**config.mk**
```make
export PLATFORM = sky130hd
export DESIGN_NAME = fir_mac_stream
export DESIGN_NICKNAME = d
export VERILOG_FILES = /design/src/rtl/fir_mac_stream.sv
export SDC_FILE = /design/constraint.sdc
export NUM_CORES = 2
export LEC_CHECK = 0
export CAP_MARGIN = 20
export CORE_MARGIN = 2
export CORE_UTILIZATION = 50
export DETAILED_ROUTE_END_ITERATION = 6
export PLACE_DENSITY_LB_ADDON = 0.3
export SETUP_SLACK_MARGIN = 0.3
export SLEW_MARGIN = 20
export SYNTH_ARGS = -nofsm -noshare
export SYNTH_HDL_FRONTEND = slang
export SYNTH_SLANG_ARGS = --single-unit
```
**constraint.sdc**
```tcl
create_clock -name clk -period 14 [get_ports clk]
set_input_delay 2.8 -clock clk [delete_from_list [all_inputs] [get_ports clk]]
set_output_delay 2.8 -clock clk [all_outputs]
set_load 0.03 [all_outputs]
```
**src/rtl/fir_mac_stream.sv**
```systemverilog
// fir_mac_stream: streaming direct-form FIR filter built around one shared MAC.
//   Each accepted sample triggers TAPS multiply-accumulate cycles. The filtered
//   result is then held under a valid/ready handshake until the consumer takes it.
//   Coefficients are writable at runtime, but only while the block is idle.
//
// Build option: define FIR_MOD_EN for residue (mod MODULUS) arithmetic for the RNS
//   datapath. Without it, samples and coefficients are signed fixed point and the
//   output is rounded, shifted and saturated.
//
// Ports:
//   clk, reset                   clock; synchronous active-high reset
//   coef_we/coef_addr/coef_wdata coefficient write port (tap k applies to x[n-k])
//   flush                        clear delay line and abort the current sample
//   in_valid/in_ready/in_data    sample input handshake
//   out_valid/out_ready/out_data filtered output handshake
//   busy                         high while in MAC or OUT
module fir_mac_stream #(
  parameter int unsigned DATA_W    = 16,
  parameter int unsigned COEF_W    = 16,
  parameter int unsigned TAPS      = 32,
  parameter int unsigned ACC_W     = DATA_W + COEF_W + $clog2(TAPS),
  parameter int unsigned OUT_SHIFT = 15,
  parameter int unsigned MODULUS   = 65521
) (
  input  logic                     clk,
  input  logic                     reset,
  input  logic                     coef_we,
  input  logic [$clog2(TAPS)-1:0]  coef_addr,
  input  logic [COEF_W-1:0]        coef_wdata,
  input  logic                     flush,
  input  logic                     in_valid,
  output logic                     in_ready,
  input  logic [DATA_W-1:0]        in_data,
  output logic                     out_valid,
  input  logic                     out_ready,
  output logic [DATA_W-1:0]        out_data,
  output logic                     busy
);

  localparam int unsigned AW = $clog2(TAPS);
  localparam int unsigned PW = DATA_W + COEF_W;

  typedef enum logic [1:0] {
    S_IDLE = 2'd0,
    S_MAC  = 2'd1,
    S_OUT  = 2'd2
  } state_t;

  state_t              r_state;
  state_t              w_state_nxt;
  logic [DATA_W-1:0]   r_dline [TAPS];
  logic [COEF_W-1:0]   r_coef  [TAPS];
  logic [ACC_W-1:0]    r_acc;
  logic [AW-1:0]       r_wptr;
  logic [AW-1:0]       r_rptr;
  logic [AW-1:0]       r_k;
  logic                r_in_ready;
  logic                r_out_valid;
  logic [DATA_W-1:0]   r_out_data;
  logic                r_busy;

  logic                w_accept;
  logic                w_coef_wr;
  logic                w_last_k;
  logic [DATA_W-1:0]   w_x;
  logic [COEF_W-1:0]   w_c;
  logic [ACC_W-1:0]    w_acc_nxt;
  logic [DATA_W-1:0]   w_out_val;

  assign in_ready  = r_in_ready;
  assign out_valid = r_out_valid;
  assign out_data  = r_out_data;
  assign busy      = r_busy;

  // Flush outranks both coefficient writes and sample accepts.
  assign w_accept  = (r_state == S_IDLE) && r_in_ready && in_valid && !flush;
  assign w_coef_wr = (r_state == S_IDLE) && coef_we && !flush && (32'(coef_addr) < TAPS);
  assign w_last_k  = (r_k == AW'(TAPS - 1));
  assign w_x       = r_dline[r_rptr];
  assign w_c       = r_coef[r_k];

`ifdef FIR_MOD_EN
  // Residue MAC: reduce the product, then keep acc < MODULUS with one conditional subtract.
  logic [PW-1:0]    w_prod_u;
  logic [ACC_W-1:0] w_prod_mod;
  logic [ACC_W-1:0] w_sum;

  assign w_prod_u   = PW'(w_x) * PW'(w_c);
  assign w_prod_mod = ACC_W'(w_prod_u % PW'(MODULUS));
  assign w_sum      = r_acc + w_prod_mod;
  assign w_acc_nxt  = (w_sum >= ACC_W'(MODULUS)) ? (w_sum - ACC_W'(MODULUS)) : w_sum;
  assign w_out_val  = DATA_W'(w_acc_nxt);
`else
  // Signed MAC, then round half up, arithmetic shift and saturate to DATA_W.
  localparam int unsigned RND_SH = (OUT_SHIFT > 0) ? (OUT_SHIFT - 1) : 0;
  localparam logic signed [ACC_W:0] RND =
    (OUT_SHIFT > 0) ? ((ACC_W + 1)'(1) << RND_SH) : '0;
  localparam logic signed [ACC_W:0] SAT_MAX = (ACC_W + 1)'((64'd1 << (DATA_W - 1)) - 64'd1);
  localparam logic signed [ACC_W:0] SAT_MIN = ~SAT_MAX;

  logic signed [PW-1:0] w_prod;
  logic signed [ACC_W:0] w_rnd;
  logic signed [ACC_W:0] w_shf;

  assign w_prod    = PW'($signed(w_x)) * PW'($signed(w_c));
  assign w_acc_nxt = r_acc + ACC_W'(w_prod);
  // One extra bit so the rounding term cannot wrap the accumulator.
  assign w_rnd     = $signed({w_acc_nxt[ACC_W-1], w_acc_nxt}) + RND;
  assign w_shf     = w_rnd >>> OUT_SHIFT;
  assign w_out_val = (w_shf > SAT_MAX) ? DATA_W'(SAT_MAX) :
                     (w_shf < SAT_MIN) ? DATA_W'(SAT_MIN) :
                                         DATA_W'(w_shf);
`endif

  // State register.
  always_ff @(posedge clk) begin
    if (reset) r_state <= S_IDLE;
    else       r_state <= w_state_nxt;
  end

  // Next-state logic.
  always_comb begin
    w_state_nxt = r_state;
    case (r_state)
      S_IDLE:  if (w_accept)  w_state_nxt = S_MAC;
      S_MAC:   if (w_last_k)  w_state_nxt = S_OUT;
      S_OUT:   if (out_ready) w_state_nxt = S_IDLE;
      default:                w_state_nxt = S_IDLE;
    endcase
    if (flush) w_state_nxt = S_IDLE;
  end

  // Registered handshake and status outputs follow the next state.
  always_ff @(posedge clk) begin
    if (reset) begin
      r_in_ready  <= 1'b0;
      r_out_valid <= 1'b0;
      r_busy      <= 1'b0;
    end else begin
      r_in_ready  <= (w_state_nxt == S_IDLE);
      r_out_valid <= (w_state_nxt == S_OUT);
      r_busy      <= (w_state_nxt != S_IDLE);
    end
  end

  // Coefficient store: cleared by reset only, so it survives flush.
  always_ff @(posedge clk) begin
    if (reset) begin
      for (int i = 0; i < int'(TAPS); i++) r_coef[i] <= '0;
    end else if (w_coef_wr) begin
      r_coef[coef_addr] <= coef_wdata;
    end
  end

  // Delay line, pointers and accumulator. The read pointer walks backwards from
  // the newest sample so tap k meets x[n-k].
  always_ff @(posedge clk) begin
    if (reset || flush) begin
      for (int i = 0; i < int'(TAPS); i++) r_dline[i] <= '0;
      r_wptr <= '0;
      r_rptr <= '0;
      r_k    <= '0;
      r_acc  <= '0;
    end else if (w_accept) begin
      r_dline[r_wptr] <= in_data;
      r_rptr          <= r_wptr;
      r_wptr          <= (r_wptr == AW'(TAPS - 1)) ? '0 : (r_wptr + AW'(1));
      r_k             <= '0;
      r_acc           <= '0;
    end else if (r_state == S_MAC) begin
      r_acc  <= w_acc_nxt;
      r_k    <= w_last_k ? '0 : (r_k + AW'(1));
      r_rptr <= (r_rptr == '0) ? AW'(TAPS - 1) : (r_rptr - AW'(1));
    end
  end

  // Output data captured from the final MAC sum; held through OUT and after.
  always_ff @(posedge clk) begin
    if (reset) begin
      r_out_data <= '0;
    end else if (!flush && (r_state == S_MAC) && w_last_k) begin
      r_out_data <= w_out_val;
    end
  end

endmodule
```
Figure 1. Floorplan with the power grid.
Scale bar: 100 um. Pins as bars on the die edge.
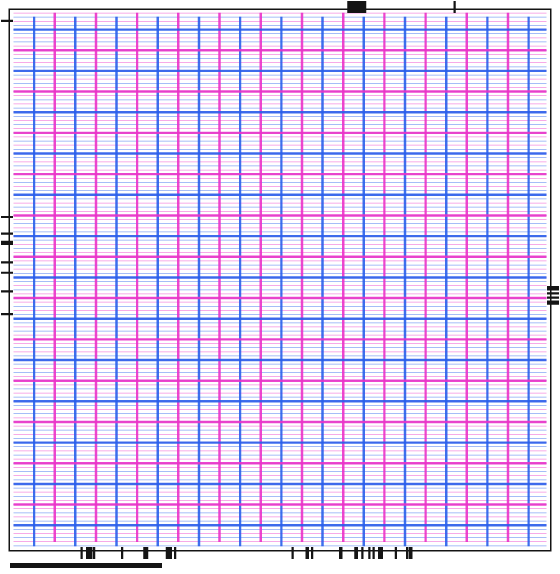
net	color
VSS	blue
VDD	magenta
signal pins	62
rows	129
met5 straps	25
met4 straps	25

Figure 2. Placement by cell class.
Scale bar: 100 um.
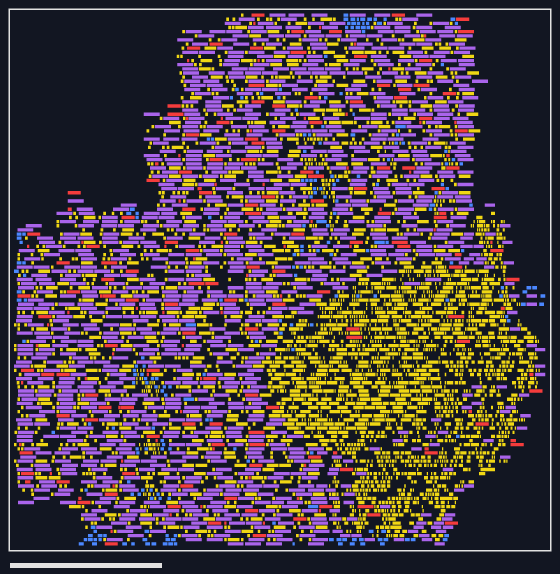
class	color	cells
remaining buffers and delay cells	blue	220
clock drivers and dummy loads	red	209
remaining logic cells	yellow	3200
sequential cells	purple	1107

Figure 3. Routed clock nets over the placement.
Scale bar: 100 um.
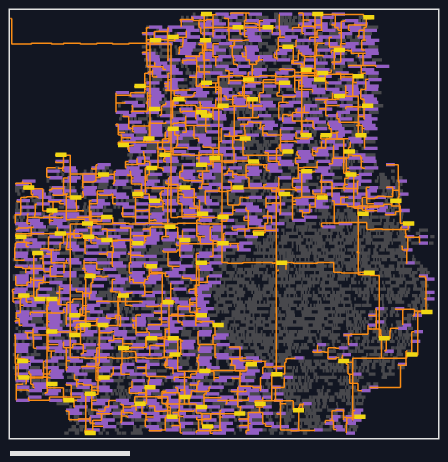
[clock-net drivers] yellow | count: 115
[clock wires] orange | length: 13700 um
[flip-flops] purple | count: 1107
flops lie	widely spread
routed clock nets	116

Figure 4. Metal layers overlaid.
Two of the layers only.
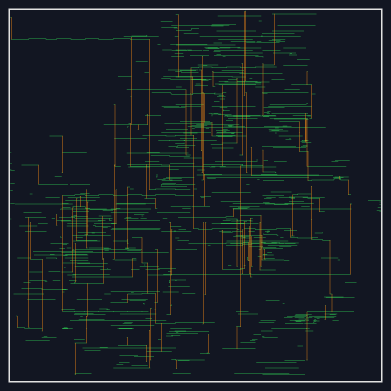
layer	color	wire length
M4	orange	4400 um
M3	green	11200 um

==> ci_impl_report.md <==
### Metrics collected by this job

| Metric | Value |
|---|---|
| Post-DP HPWL | `105000 um` |
| Worst R2R Setup Slack | `1230 ps` |
| FP Core Util | `0.502` |
| Synth Cell Area | `61800 sq um` |
| Sequential cell count | `1107` |
| Post-layout util | `0.555` |
| Flops after synth | `1107` |
| Well Taps | `1637` |
| Switch Pwr | `4440 uW` |
| Hold EP | `r_acc[35]` |
| Final Hold Slack | `459 ps` |
| CP peak stage delay | `890 ps` |
| Most instantiated cells after synthesis | `1036 x and2_1, 1024 x edfxtp_1, 327 x inv_1, 320 x mux4_2, 280 x nor2_1` |
| GRT Resource Usage Total | `0.249` |
| Status | `complete, no violations` |
| Non-clock inverter count | `328` |
| Most frequent logic cell in the layout | `and2_1` |
| Io pins | `62` |
| Comb power | `4890 uW` |
| Synthesized instance count | `4623` |
| Max Cap Viol | `0` |
| XOR/XNOR Fraction of Synth Area | `0.0120` |
| Final hold violation count | `0` |
| First-pass GRT wire length | `235000 um` |
| Worst-path clk slew | `70 ps` |
| GRT busiest layer | `met2` |
| Die Y | `356 um` |
| Adders+Majority by Area | `0.111` |
| Required time of the critical path | `14660 ps` |
| Flop area | `32400 sq um` |
| Clock buffer count | `142` |
| Worst path depth | `38` |
| Top cell by count, worst path | `fa_1` |
| Critical Path Sink | `out_data[12]` |
| Syn Nets | `5057` |
| WL met1 | `64800 um` |
| Synthesized chip area reported by yosys | `61800 sq um` |
| Post-CTS setup buffers | `0` |
| Grt met1 use | `0.349` |
| Signal buffers | `220` |
| Die Width | `356 um` |
| Clock tree buffer depth | `3` |
| Setup crit end kind | `flop` |
| Simple share | `0.158` |
| Group drawing the most power | `combinational cells` |
| P_seq | `3780 uW` |
| Vias | `36800` |
| Mux area share | `0.122` |
| Min-delay src | `r_acc[35]` |
| Ys Warns | `0` |
| Most common logic cells in the final layout | `1036 x and2_1, 1024 x edfxtp_1, 327 x inv_1` |
| Via-per-instance ratio | `5.77` |
| R2r worst-path depth | `38` |
| Ys flop type | `edfxtp_1` |
| Seq area share | `0.474` |
| Buf+Inv Stages, Crit Path | `5` |
| Dpl ws | `1220 ps` |
| Synth logic family | `simple AND/OR/NAND/NOR gates` |
| Final Instance Area | `68400 sq um` |
| CTS Hold Bufs | `0` |
| Detail Route Antenna Nets | `0` |
| Most common cell in the netlist | `and2_1` |
| RSZ-0062 raised after global routing | `false` |
| Share of cells above drive strength 1 | `0.161` |
| N_diodes | `5` |
| Yosys aoi share | `0.0330` |
| CP top delay family | `adder cells` |
| Met3 usage | `0.0407` |
| Avg Inst Size Synth | `13.4 sq um` |
| Register share after synthesis | `0.524` |
| Fmax | `0.0783 GHz` |
| Clock-cell share of area | `0.0553` |
| DRT Pass-1 Iters | `5` |
| Placed Area | `64600 sq um` |
| Internal cell power | `7330 uW` |
| Routed WL | `156000 um` |
| Reg2reg end | `out_data[12]` |
| Combinational gates | `2872` |
| Tmin final | `12770 ps` |
| Final period util | `0.912` |
| Sw frac | `0.377` |
| Worst-path maximum fanout | `53` |
| Placer congestion estimate | `0.920` |
| Die area | `126000 sq um` |
| Total negative slack | `0 ps` |
| Arr. time, crit path | `13430 ps` |
| Crit Path Class | `flop to flop` |
| Max-area cell share | `0.497` |
| Final setup viols | `0` |
| # resized after CTS | `0` |
No activity file was given, so power comes from the tool's default toggle rates.
